$ cat config.mk
export PLATFORM = sky130hd
export DESIGN_NAME = uart_tx_arbiter
export DESIGN_NICKNAME = d
export VERILOG_FILES = /design/src/rtl/uart_tx_arbiter.sv
export SDC_FILE = /design/constraint.sdc
export NUM_CORES = 1
export LEC_CHECK = 0
export CAP_MARGIN = 20
export CORE_MARGIN = 10
export CORE_UTILIZATION = 45
export DETAILED_ROUTE_END_ITERATION = 12
export GPL_TIMING_DRIVEN = 0
export PLACE_DENSITY_LB_ADDON = 0.05
export SLEW_MARGIN = 10
export SYNTH_ARGS = -nofsm -noshare
export SYNTH_HDL_FRONTEND = slang
export SYNTH_SLANG_ARGS = --single-unit
$ cat constraint.sdc
create_clock -name clk -period 5.05 [get_ports clk]
set_input_delay 0.7575 -clock clk [delete_from_list [all_inputs] [get_ports clk]]
set_output_delay 0.7575 -clock clk [all_outputs]
set_load 0.01 [all_outputs]
$ cat src/rtl/uart_tx_arbiter.sv
// Round-robin arbiter sharing one UART transmitter between N_REQ byte requesters.
// A grant may carry a burst of up to MAX_BURST bytes from the same requester; a
// watchdog abandons any frame the transmitter fails to finish within TIMEOUT_CYC.
module uart_tx_arbiter #(
   parameter int unsigned N_REQ       = 4,
   parameter int unsigned MAX_BURST   = 4,
   parameter int unsigned TIMEOUT_CYC = 20000
) (
   input  logic               clk,
   input  logic               i_rst,
   input  logic [N_REQ-1:0]   i_req,
   input  logic [8*N_REQ-1:0] i_data,
   output logic [N_REQ-1:0]   o_ack,
   output logic               o_tx_start,
   output logic [7:0]         o_tx_data,
   input  logic               i_tx_busy,
   input  logic               i_tx_done,
   output logic [2:0]         o_owner,
   output logic               o_busy,
   output logic               o_err
);

   localparam int unsigned IW = (N_REQ > 1) ? $clog2(N_REQ) : 1;
   localparam int unsigned BW = $clog2(MAX_BURST + 1);
   localparam int unsigned WW = (TIMEOUT_CYC > 1) ? $clog2(TIMEOUT_CYC) : 1;

   typedef enum logic [1:0] {StIdle, StWait, StNext} state_e;

   state_e          state_q, state_d;
   logic [IW-1:0]   last_q, last_d;
   logic [IW-1:0]   owner_q, owner_d;
   logic [BW-1:0]   burst_q, burst_d;
   logic [WW-1:0]   wd_q, wd_d;
   logic [7:0]      data_q, data_d;
   logic [N_REQ-1:0] ack_q, ack_d;
   logic            start_q, start_d;
   logic            err_q, err_d;
   logic            busy_q, busy_d;

   logic [IW-1:0]   win_idx;
   logic [IW-1:0]   sel_idx;
   logic [7:0]      sel_data;
   logic            issue;

   // Round-robin winner: scan last+1 .. last+N_REQ; reverse order so the nearest request wins.
   always_comb begin
      int unsigned idx;
      logic [IW-1:0] cand;
      win_idx = '0;
      idx     = 0;
      cand    = '0;
      for (int unsigned i = N_REQ; i > 0; i--) begin
         idx  = (32'(last_q) + i) % N_REQ;
         cand = IW'(idx);
         if (i_req[cand]) win_idx = cand;
      end
   end

   // A burst continuation re-serves the owner; otherwise the fresh arbitration winner.
   assign sel_idx  = (state_q == StNext) ? owner_q : win_idx;
   assign sel_data = i_data[{sel_idx, 3'b000} +: 8];

   // Next-state and registered-output values.
   always_comb begin
      state_d = state_q;
      last_d  = last_q;
      owner_d = owner_q;
      burst_d = burst_q;
      wd_d    = wd_q;
      data_d  = data_q;
      ack_d   = '0;
      start_d = 1'b0;
      err_d   = 1'b0;
      issue   = 1'b0;

      case (state_q)
         StIdle: begin
            if (|i_req && !i_tx_busy) begin
               issue   = 1'b1;
               burst_d = BW'(1);
            end
         end
         StWait: begin
            wd_d = wd_q + 1'b1;
            // Done takes priority over a coincident watchdog terminal count.
            if (i_tx_done) begin
               state_d = StNext;
            end else if (wd_q == WW'(TIMEOUT_CYC - 1)) begin
               err_d   = 1'b1;
               last_d  = owner_q;
               burst_d = '0;
               state_d = StIdle;
            end
         end
         StNext: begin
            if (i_req[owner_q] && (burst_q < BW'(MAX_BURST)) && !i_tx_busy) begin
               issue   = 1'b1;
               burst_d = burst_q + 1'b1;
            end else begin
               last_d  = owner_q;
               burst_d = '0;
               state_d = StIdle;
            end
         end
         default: state_d = StIdle;
      endcase

      if (issue) begin
         state_d        = StWait;
         wd_d           = '0;
         owner_d        = sel_idx;
         data_d         = sel_data;
         start_d        = 1'b1;
         ack_d[sel_idx] = 1'b1;
      end

      busy_d = (state_d == StWait) || (state_d == StNext);
   end

   // State and output registers with synchronous reset.
   always_ff @(posedge clk) begin
      if (i_rst) begin
         state_q <= StIdle;
         last_q  <= IW'(N_REQ - 1);
         owner_q <= '0;
         burst_q <= '0;
         wd_q    <= '0;
         data_q  <= '0;
         ack_q   <= '0;
         start_q <= 1'b0;
         err_q   <= 1'b0;
         busy_q  <= 1'b0;
      end else begin
         state_q <= state_d;
         last_q  <= last_d;
         owner_q <= owner_d;
         burst_q <= burst_d;
         wd_q    <= wd_d;
         data_q  <= data_d;
         ack_q   <= ack_d;
         start_q <= start_d;
         err_q   <= err_d;
         busy_q  <= busy_d;
      end
   end

   assign o_ack      = ack_q;
   assign o_tx_start = start_q;
   assign o_tx_data  = data_q;
   assign o_owner    = 3'(owner_q);
   assign o_busy     = busy_q;
   assign o_err      = err_q;

endmodule
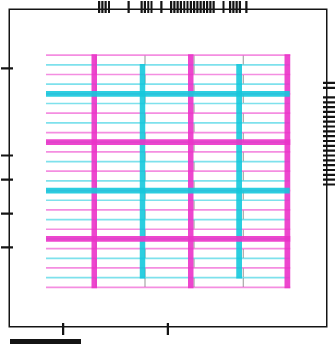
Run 1: power grid
Bar = 20 um. Pins as bars on the die edge. Tap cells in grey.
legend:
  VSS:
    colour: magenta
  VDD:
    colour: cyan
tap cells: 52
met5 straps: 4
met4 straps: 5
met1 rails: 25
die width: 88.9 um
peak supply drop: 0.207 mV

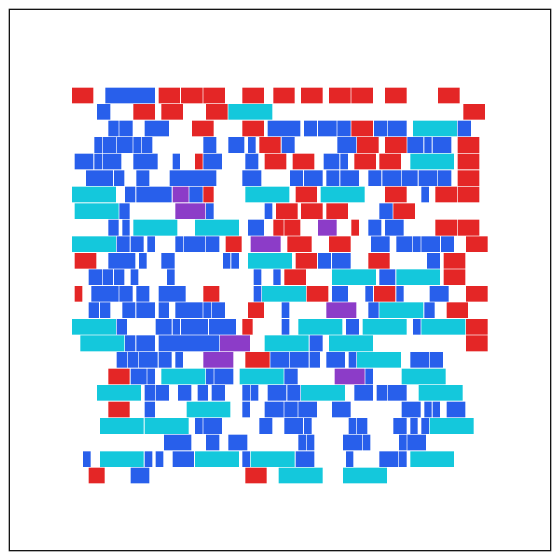
Run 1: cells coloured by class
legend:
  registers:
    colour: cyan
    cells: 39
  clock drivers and dummy loads:
    colour: purple
    cells: 8
  remaining buffers and delay cells:
    colour: red
    cells: 68
  remaining logic cells:
    colour: blue
    cells: 189

==> results.txt, run 1 <==
impl run done, here's what came out: status=finished, final reports clean, DP Wirelength=4460 um, Yosys top cell by instances=dfxtp_1, Setup Slack @ Placement=a little over 2 ns, critical path class=input port to register, routed len/inst=~16 um, Clock-cell share=approximately 3.5%, Ports=approximately 58, number of diodes=0, post-CTS sizing=0, Int Pwr=531 uW, sequential cell area=around 800 sq um, seq_cells=39, Seq area share=about 27%, Critical Path End Type=register, # Taps=~52, die area=a little under 0.008 sq mm, Nets=349, Non-clk bufs=around 68, largest net degree at the start of global routing=14, IO buf count=~55, comb. cell area=between 0.001 and 0.0015 sq mm, CP max stage delay=approximately 0.58 ns, met3 WL post-DR=approximately 310 um, RSZ-0062 raised after global routing=false, Critical Path RT=~5.3 ns, CTS max path bufs=2, Synth Flop Type=dfxtp_1, sw frac=roughly 28%, Worst-path clk slew=about 0.07 ns, Non-clock inverters=7, Syn-to-layout area delta=33.8%, Total GRT Usage=~15%, CTS buffer count=5, Metal-1 WL=~2600 um, crit path buf inv count=2, final antenna-violating net count=0, drt first pass iters=4, hold_buf cts=0, Routed WL=5820 um, post-synth top area cell=dfxtp_1, yosys warns=0, Syn Nets=roughly 290, Root Driver=clkbuf_8, layout cells sized above 1=10.2%, DRT iter0 DRCs=92, Post-synth EDFFs=0, WL met2=2800 um, Layout clock buffers=6, Final WS setup=approximately 2.5 ns, CP Max Fanout=10, Comb area share=between 40% and 50%, Filler cells=about 380, Max Freq=about 390 MHz, fin crit share=50.3%, Sink Count=39, grt met3 use=4.60%, TNS Setup=0 ns, Commonest cells post-synth=dfxtp_1 (39), nor2_1 (26), nand2_1 (20), most frequent cells in the layout=clkdlybuf4s50_1 (55), dfxtp_1 (39), nor2_1 (26), nand2_1 (20), and2_1 (19), Synth Seq Share=between 30% and 40%, most frequent logic cell in the layout=clkdlybuf4s50_1, OpenROAD warning count=29, Slew Limit Fails=0, P per Cell Area=around 260 mW/mm^2, Area leader share=between 30% and 40%, H-tree Lvls=2, Slowest-stage cell, CP=clkdlybuf4s50_1, async set-or-reset flop fraction in the synthesized netlist=0%
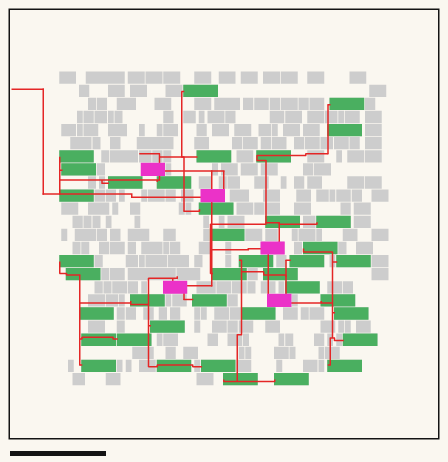
Run 1: clock network drawn from the DEF
Bar = 20 um.
legend:
  clock-net drivers:
    colour: magenta
    count: 5
  clock wires:
    colour: red
    length: 496 um
  flip-flops:
    colour: green
    count: 39
routed clock nets: 6
P_clk: 225 uW
Latency at later pin: 0.29 ns
skew final: 0.00595 ns
Clk pwr share: 30.3%

-- run 1: kinds of logic (layout without fill, tap and decap cells) --
logic type	after synthesis	count (layout)	synth area share [%]
XOR/XNOR	14	14	5.75
adder cells (fa/ha/maj)	6	6	3.52
AND/OR/NAND/NOR	111	111	28.0
AND-OR/OR-AND	47	47	19.1
multiplexers	3	3	1.99
other	1	1	0.176
buffers and inverters	19	83	4.93
flip-flops	39	39	36.6
-- run 1: worst paths after layout --
kind                 from      endpoint  slack (ns)  depth (start not counted)
max              i_req[3]  o_tx_data[0]        2.51                          7
min          o_tx_data[0]  o_tx_data[0]        0.45                          2
max reg2reg    state_q[0]  o_tx_data[0]        2.96                          7
min reg2reg  o_tx_data[0]  o_tx_data[0]        0.45                          2
-- run 1: sequential cells by signal (all words and copies together) (netlist names) --
| name | flops |
|---|---|
| o_err | 1 |
| o_tx_start | 1 |
| last_q | 2 |
| owner_q | 2 |
| wd_q | 15 |
| o_busy | 1 |
| o_ack | 4 |
| o_tx_data | 8 |
| state_q | 2 |
| burst_q | 3 |
-- run 1: power by group through the flow --
stage | sequential (uW) | combinational (uW) | clock, uW
detailed placement | 342 | 182 | 0
global route | 337 | 201 | 247
global placement | 341 | 181 | 0
finish | 334 | 183 | 225
CTS | 334 | 183 | 233
floorplan | 346 | 97.1 | 0
-- run 1: through the flow --
stage | hold slack [ns] | total power, uW | area [sq um]
final | 0.454 | 742 | 2860
after global routing | 0.486 | 784 | 2860
after CTS | 0.456 | 750 | 2850
after detailed placement | 0.438 | 523 | 2750
after global placement | 0.433 | 522 | 2750
after floorplan | 0.453 | 443 | 2130
-- run 1: worst min-delay path, stage by stage, from the launching register on --
cell and delay [ns]:
dfxtp_1 0.33, nand2_1 0.05, o31ai_1 0.05
--- run 2 (diff from run 1) ---
clock period = 2.61 ns   (was 5.05 ns; I/O delays follow)
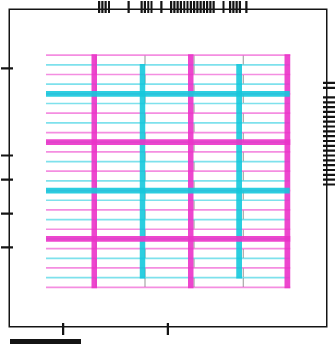
Run 2: power grid
Bar = 20 um. Pins as bars on the die edge. Tap cells in grey.
Core Area: 0.00447 sq mm
Die H: 88.9 um
peak supply drop: 0.400 mV

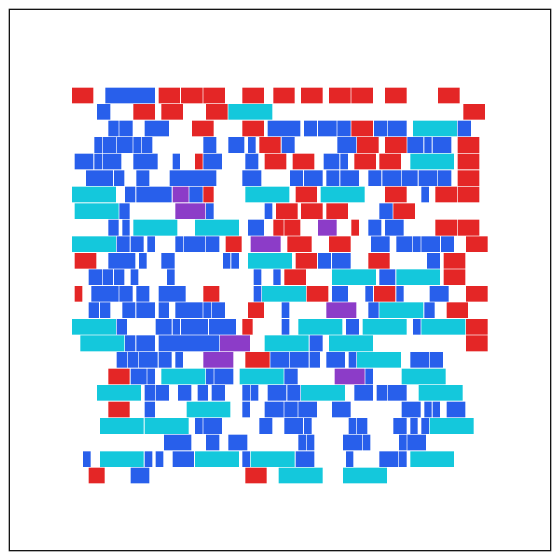
Run 2: cells coloured by class
Cell Rows: 24
Seq area share: 27.3%

==> run 2 against run 1 <==
  * Synthesized cell count stayed put
  * Largest power group unchanged
  * Setup slack got worse by 2.1 ns
  * Non-clock buffer count unchanged
  * Critical endpoint unchanged
  * First-iteration DRC count unchanged
  * Cell count stayed put
  * Total power is 93% higher
  * Critical path type unchanged
  * Critical path depth is the same
  * Design area is the same
  * Count of clock-buffer cells in the layout stayed put
==> results.txt, run 2 <==
impl run done, here's what came out: RSZ-0062 raised after global routing=false, status=finished, final reports clean, Latency at later pin=0.29 ns (about the same), H-tree Lvls=2 (unchanged), Critical Path RT=2.82 ns (-2.44 ns), OpenROAD warning count=29 (unchanged), most frequent cells in the layout=clkdlybuf4s50_1 (55), dfxtp_1 (39), nor2_1 (26), nand2_1 (20), and2_1 (19), most frequent logic cell in the layout=clkdlybuf4s50_1, final antenna-violating net count=0 (unchanged), Synth Seq Share=36.6% (unchanged), CTS max path bufs=2 (unchanged), post-synth top area cell=dfxtp_1, area fraction in mux cells=1.99% (unchanged), Sink Count=39 (unchanged), layout cells sized above 1=10.2% (unchanged), async set-or-reset flop fraction in the synthesized netlist=0% (unchanged), flop-to-flop setup slack=0.52 ns (-2.44 ns), Ports=58 (unchanged), Routed WL=5820 um (unchanged), skew final=0.00595 ns (unchanged), Nets=349 (unchanged), IO buf count=55 (unchanged), Slew Limit Fails=0 (unchanged), number of diodes=0 (unchanged), Worst-path clk slew=0.07 ns (about the same), Commonest cells post-synth=dfxtp_1 (39), nor2_1 (26), nand2_1 (20), Root Driver=clkbuf_8, Max Freq=roughly 460 MHz, Post-synth EDFFs=0 (unchanged), comb area leader=simple AND/OR/NAND/NOR gates, ao+oa area frac=19.1% (unchanged), P per Cell Area=503 mW/mm^2 (+93%), Syn Nets=286 (unchanged), DRT iter0 DRCs=92 (unchanged), Reg with most FFs=wd_q, Adder Area Share=3.52% (unchanged), largest net degree at the start of global routing=14 (unchanged), hold_buf cts=0 (unchanged), post-CTS sizing=0 (unchanged), yosys warns=0 (unchanged), routed len/inst=16.3 um (unchanged), drt first pass iters=4 (unchanged), CP max stage delay=0.58 ns (about the same)
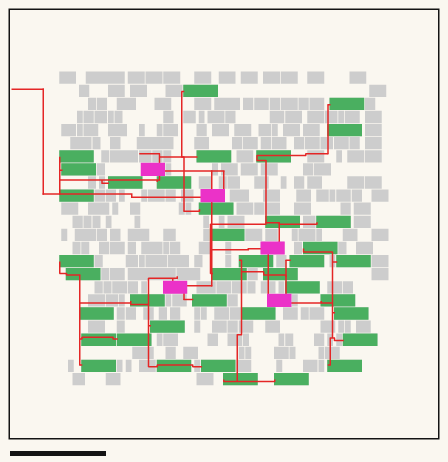
Run 2: clock network drawn from the DEF
Bar = 20 um.
legend:
  flip-flops:
    colour: green
    count: 39
  clock-net drivers:
    colour: magenta
    count: 5
  clock wires:
    colour: red
    length: 496 um
routed clock nets: 6
P_clk: 435 uW

-- run 2: cell counts after synthesis --
No cell type changed its count.
-- run 2: power by group --
part	switching (uW)	internal, uW	leakage [uW]
clock network	219	216	0.0000474
logic	169	185	0.000681
registers	20.6	626	0.000317
total	409	1030	0.00105
-- run 2: final timing paths --
check,to,start,cells past startpoint
hold / removal,o_tx_data[0],o_tx_data[0],2
setup reg to reg,o_tx_data[0],state_q[0],7
setup / recovery,o_tx_data[0],i_req[3],7
hold reg to reg,o_tx_data[0],o_tx_data[0],2
-- run 2: final cells by class --
type | instances | area, sq um
Buffer | 12 | 78.8
Clock buffer | 6 | 82.6
Tap cell | 52 | 65.1
Fill cell | 383 | 1620
Inverter | 7 | 26.3
Sequential cell | 39 | 781
Timing Repair Buffer | 56 | 558
Multi-Input combinational cell | 182 | 1250
Clock inverter | 2 | 16.3
-- run 2: metrics by stage --
| stage | TNS (ns) | power, uW | area, sq um |
|---|---|---|---|
| after floorplan | 0 | 856 | 2130 |
| after global placement | -0.0391 | 1010 | 2750 |
| after detailed placement | -0.0993 | 1010 | 2750 |
| after CTS | 0 | 1450 | 2850 |
| after global routing | 0 | 1520 | 2860 |
| final | 0 | 1440 | 2860 |
-- run 2: worst max-delay path, delay by kind of cell --
| kind | cells | cell delay (ns) |
|---|---|---|
| buffers and inverters | 2 | 0.99 |
| AOI/OAI and AO/OA | 4 | 0.74 |
| and+or+nand+nor | 1 | 0.27 |
-- run 2: metal layers --
metal | global-route usage, % | wire length, um | vias to the layer above
met5 | 0 | 0 | -
met4 | 3.82 | 87 | 0
met3 | 4.60 | 312 | 7
met2 | 24.9 | 2800 | 38
met1 | 17.7 | 2610 | 913
li1 | - | - | 998
Power is estimated from default activity; no workload was simulated.
